`config.mk`:
```
export PLATFORM = sky130hd
export DESIGN_NAME = temp_display_driver
export DESIGN_NICKNAME = d
export VERILOG_FILES = /design/src/rtl/temp_display_driver.sv
export SDC_FILE = /design/constraint.sdc
export NUM_CORES = 1
export LEC_CHECK = 0
export ABC_CLOCK_PERIOD_IN_PS = 4200
export CELL_PAD_IN_SITES_DETAIL_PLACEMENT = 0
export CELL_PAD_IN_SITES_GLOBAL_PLACEMENT = 1
export CORE_MARGIN = 2
export CORE_UTILIZATION = 40
export CTS_CLUSTER_DIAMETER = 30
export DETAILED_ROUTE_END_ITERATION = 8
export DONT_BUFFER_PORTS = 1
export PLACE_DENSITY = 0.68
export SLEW_MARGIN = 20
export SYNTH_ARGS = -nofsm -noshare
export SYNTH_HDL_FRONTEND = slang
export SYNTH_SLANG_ARGS = --single-unit
```
`constraint.sdc`:
```
create_clock -name clk -period 4.2 [get_ports clk]
set_clock_uncertainty 0.05 [all_clocks]
set_input_delay 0.63 -clock clk [delete_from_list [all_inputs] [get_ports clk]]
set_output_delay 0.63 -clock clk [all_outputs]
set_load 0.01 [all_outputs]
```
`src/rtl/temp_display_driver.sv`:
```
// temp_display_driver: captures a binary temperature and its unit on ld,
// converts the value to BCD with a serial double-dabble engine, and scans
// four active-low seven-segment digits (digit 3 = unit letter, 2..0 = value).
// Optional build macro: LEADING_ZERO_BLANK_EN blanks leading zero digits.
module temp_display_driver #(
  parameter int DATA_W      = 10,
  parameter int REFRESH_DIV = 50000
) (
  input  logic              clk,
  input  logic              clr,
  input  logic [DATA_W-1:0] value,
  input  logic [1:0]        sel,
  input  logic              ld,
  output logic              busy,
  output logic              done,
  output logic [3:0]        an,
  output logic [6:0]        seg
);

  localparam int CNT_W = $clog2(DATA_W + 1);
  localparam int REF_W = $clog2(REFRESH_DIV);

  typedef enum logic [1:0] {IDLE, SHIFT, COMMIT} state_t;

  state_t            state_reg, state_next;
  logic [DATA_W-1:0] bin_reg;
  logic [11:0]       bcd_reg;
  logic [11:0]       bcd_adj;
  logic [CNT_W-1:0]  iter_reg;
  logic [1:0]        unit_reg;
  logic              ovf_reg;
  logic              done_reg;

  logic [REF_W-1:0]  ref_reg, ref_next;
  logic [1:0]        idx_reg, idx_next;
  logic              valid_reg, valid_next;
  logic [3:0]        hund_reg, hund_next, tens_reg, tens_next, ones_reg, ones_next;
  logic [1:0]        dunit_reg, dunit_next;
  logic              dovf_reg, dovf_next;
  logic [3:0]        an_reg, an_next;
  logic [6:0]        seg_reg, seg_next;
  logic [3:0]        dig;
  logic              blank, blank_h, blank_t;
  logic              unused_bits;

  // Decimal digit to active-low segment pattern {g,f,e,d,c,b,a}.
  function automatic logic [6:0] dec7(input logic [3:0] d);
    case (d)
      4'd0:    dec7 = 7'b1000000;
      4'd1:    dec7 = 7'b1111001;
      4'd2:    dec7 = 7'b0100100;
      4'd3:    dec7 = 7'b0110000;
      4'd4:    dec7 = 7'b0011001;
      4'd5:    dec7 = 7'b0010010;
      4'd6:    dec7 = 7'b0000010;
      4'd7:    dec7 = 7'b1111000;
      4'd8:    dec7 = 7'b0000000;
      4'd9:    dec7 = 7'b0010000;
      default: dec7 = 7'b1111111;
    endcase
  endfunction

  // Unit letter: F, C, or H standing in for Kelvin.
  function automatic logic [6:0] unit_seg(input logic [1:0] u);
    case (u)
      2'b00:   unit_seg = 7'b0001110;
      2'b01:   unit_seg = 7'b1000110;
      default: unit_seg = 7'b0001001;
    endcase
  endfunction

  // Add-3 correction for every BCD nibble that will reach 10 after the shift.
  generate
    for (genvar gi = 0; gi < 3; gi++) begin : g_adj
      assign bcd_adj[gi*4 +: 4] = (bcd_reg[gi*4 +: 4] >= 4'd5) ?
                                  bcd_reg[gi*4 +: 4] + 4'd3 : bcd_reg[gi*4 +: 4];
    end
  endgenerate

  // The top carry only matters for values > 999, which show dashes anyway.
  assign unused_bits = bcd_adj[11];

  // FSM state register.
  always_ff @(posedge clk or negedge clr) begin
    if (!clr) state_reg <= IDLE;
    else      state_reg <= state_next;
  end

  // FSM next-state and busy decode.
  always_comb begin
    state_next = state_reg;
    busy       = 1'b0;
    case (state_reg)
      IDLE:   if (ld) state_next = SHIFT;
      SHIFT: begin
        busy = 1'b1;
        if (iter_reg == CNT_W'(DATA_W - 1)) state_next = COMMIT;
      end
      COMMIT: begin
        busy       = 1'b1;
        state_next = IDLE;
      end
      default: state_next = IDLE;
    endcase
  end

  // Conversion datapath: capture on ld, then one adjust-and-shift per cycle.
  always_ff @(posedge clk or negedge clr) begin
    if (!clr) begin
      bin_reg  <= '0;
      bcd_reg  <= '0;
      iter_reg <= '0;
      unit_reg <= '0;
      ovf_reg  <= 1'b0;
      done_reg <= 1'b0;
    end else begin
      done_reg <= (state_reg == COMMIT);
      case (state_reg)
        IDLE: if (ld) begin
          bin_reg  <= value;
          unit_reg <= sel;
          ovf_reg  <= (32'(value) > 32'd999);
          bcd_reg  <= '0;
          iter_reg <= '0;
        end
        SHIFT: begin
          {bcd_reg, bin_reg} <= {bcd_adj[10:0], bin_reg, 1'b0};
          iter_reg           <= iter_reg + CNT_W'(1);
        end
        default: ;
      endcase
    end
  end

  // Refresh scan, display latch on commit, and next an/seg so both stay aligned.
  always_comb begin
    ref_next = ref_reg + REF_W'(1);
    idx_next = idx_reg;
    if (ref_reg == REF_W'(REFRESH_DIV - 1)) begin
      ref_next = '0;
      idx_next = idx_reg + 2'd1;
    end
    hund_next  = hund_reg;
    tens_next  = tens_reg;
    ones_next  = ones_reg;
    dunit_next = dunit_reg;
    dovf_next  = dovf_reg;
    valid_next = valid_reg;
    if (state_reg == COMMIT) begin
      hund_next  = bcd_reg[11:8];
      tens_next  = bcd_reg[7:4];
      ones_next  = bcd_reg[3:0];
      dunit_next = unit_reg;
      dovf_next  = ovf_reg;
      valid_next = 1'b1;
    end
`ifdef LEADING_ZERO_BLANK_EN
    blank_h = (hund_next == 4'd0);
    blank_t = (hund_next == 4'd0) && (tens_next == 4'd0);
`else
    blank_h = 1'b0;
    blank_t = 1'b0;
`endif
    dig   = ones_next;
    blank = 1'b0;
    case (idx_next)
      2'd1: begin dig = tens_next; blank = blank_t; end
      2'd2: begin dig = hund_next; blank = blank_h; end
      default: dig = ones_next;
    endcase
    seg_next = 7'b1111111;
    if (valid_next) begin
      if (idx_next == 2'd3)  seg_next = unit_seg(dunit_next);
      else if (dovf_next)    seg_next = 7'b0111111;
      else if (!blank)       seg_next = dec7(dig);
    end
    an_next = valid_next ? ~(4'b0001 << idx_next) : 4'b1111;
  end

  // Display and refresh registers.
  always_ff @(posedge clk or negedge clr) begin
    if (!clr) begin
      ref_reg   <= '0;
      idx_reg   <= 2'd0;
      valid_reg <= 1'b0;
      hund_reg  <= 4'd0;
      tens_reg  <= 4'd0;
      ones_reg  <= 4'd0;
      dunit_reg <= 2'd0;
      dovf_reg  <= 1'b0;
      an_reg    <= 4'b1111;
      seg_reg   <= 7'b1111111;
    end else begin
      ref_reg   <= ref_next;
      idx_reg   <= idx_next;
      valid_reg <= valid_next;
      hund_reg  <= hund_next;
      tens_reg  <= tens_next;
      ones_reg  <= ones_next;
      dunit_reg <= dunit_next;
      dovf_reg  <= dovf_next;
      an_reg    <= an_next;
      seg_reg   <= seg_next;
    end
  end

  assign done = done_reg;
  assign an   = an_reg;
  assign seg  = seg_reg;

endmodule

```
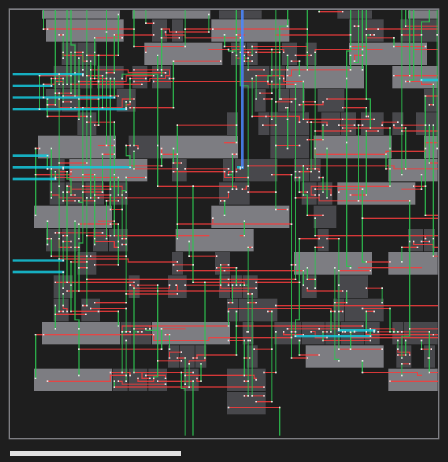
(a small window of the routed layout)
Scale bar: 20 um. Window x 0 to 50, y 0 to 50 um. Cells in grey, sequential cells in the stronger grey; small squares are vias.
colour	layer
red	metal 1
cyan	metal 3
blue	metal 4
green	metal 2
most frequent	dfrtp_1 (22), o22ai_1 (14), a21oi_1 (13)
cells with their middle in the window	116
netlist names of flops here include	bin_reg (8), bcd_reg (6), iter_reg (3)
sequential cells in the window	22

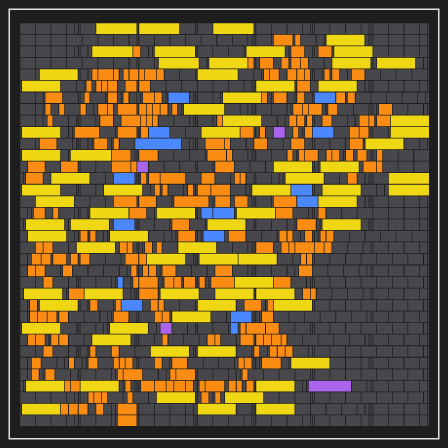
(placed cells, one colour a class)
Fill, decap, tap and diode cells in grey.
colour	class	cells
orange	combinational and other logic	268
purple	remaining buffers and delay cells	4
yellow	sequential cells	77
blue	clock drivers and dummy loads	16

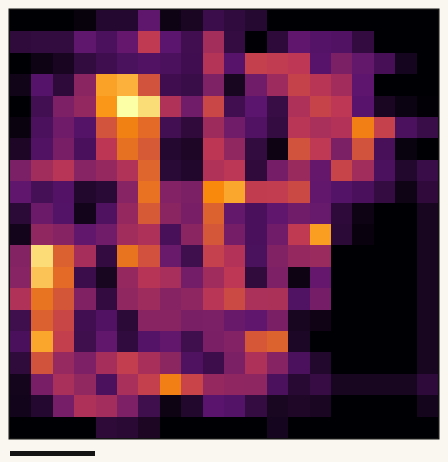
(wire density map)
Scale bar: 20 um. The die is cut into 20 by 20 equal tiles; black is low, pale yellow is high, scaled to the fullest tile. Values are wire area over tile area, all layers added.
fullest tile	0.42
tiles over half the peak	14%
nearly empty tiles	18%

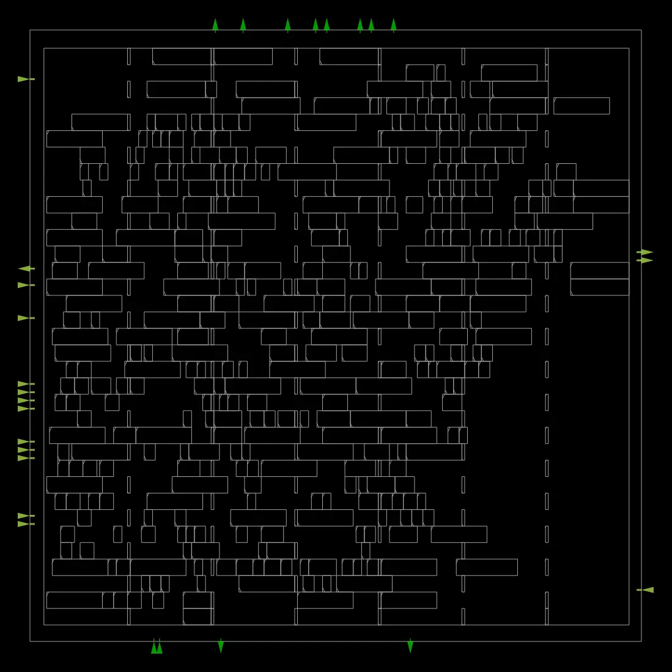
(placement view)
Core Footprint: 0.009196 mm2
row count: 35
num tapcells: 111

==> reports/results.tsv <==
stage	metric	value	unit
cells_and_area	mi-comb count	248	
detailed_routing	Routed Antenna Nets	0	
final_timing	post-layout period usage of the worst path	0.8118	
status	status	finished clean	
worst_setup_path	crit path DRT	4.40	ns
detailed_routing	First-pass DRT Iterations	4	
cells_and_area	NonClk Buf Share	0.01219	
power_and_ir_drop	clock network power	0.584	mW
grt	GR peak layer	met2	
cells_and_area	Layout clock area frac	0.05151	
power_and_ir_drop	PwrDens	523.4	mW/mm2
power_and_ir_drop	Seq group	0.978	mW
placement	Place WS	0.8314	ns
final_timing	Slew Limit Headroom	0.4376	
detailed_routing	WL met3	231	um
synth	synthesized area	0.003759	mm2
synth	post-synthesis async set-or-reset flop share	1.000	
detailed_routing	Iter 0 DRT Violations	106	
clock_network	H-tree Lvls	3	
worst_setup_path	CP max FO	10	
worst_setup_path	crit path cell chain	ha_1, and3_1, nand3_1, nor2_1, buf_4, xnor2_1, inv_1, ha_1, a221oi_1, o21bai_1, inv_1, ha_1, mux2_4, a21oi_2, o311ai_2	
worst_setup_path	Reg-to-Reg End	seg[6]$_DFF_PN1_	
grt	pin count of the biggest net entering global routing	67	
cells_and_area	register area	0.001941	mm2
placement	dpl hpwl	4800	um
synth	YS chip area	0.003759	mm2
cells_and_area	logic share of the area	0.4115	
cells_and_area	largest class	flip-flops and latches	
cells in the final DEF, fill, tap and decap left out, types with 9 or more instances in the layout:
master / instances
nand3_1: 9
nand2_1: 37
clkbuf_8: 12
nor2_1: 27
a21oi_1: 20
dfrtp_1: 66
xnor2_1: 11
mux2_2: 15
o21ai_0: 26
inv_1: 18
xor2_1: 9
dfstp_2: 11
ha_1: 22
o22ai_1: 14
per-stage QoR:
step	total power, mW	utilization
global route	2.305	0.4464
detailed placement	1.568	0.4204
floorplan	1.428	-
finish	2.149	0.4464
global placement	1.561	0.4204
CTS	2.177	0.4464
cells by family after synthesis:
logic type,after synthesis
and+or+nand+nor,100
AOI/OAI and AO/OA,85
DFF,77
buffers and inverters,31
adders and majority gates,22
muxes,21
xor gates and xnor gates,20
Power is estimated from default activity; no workload was simulated.
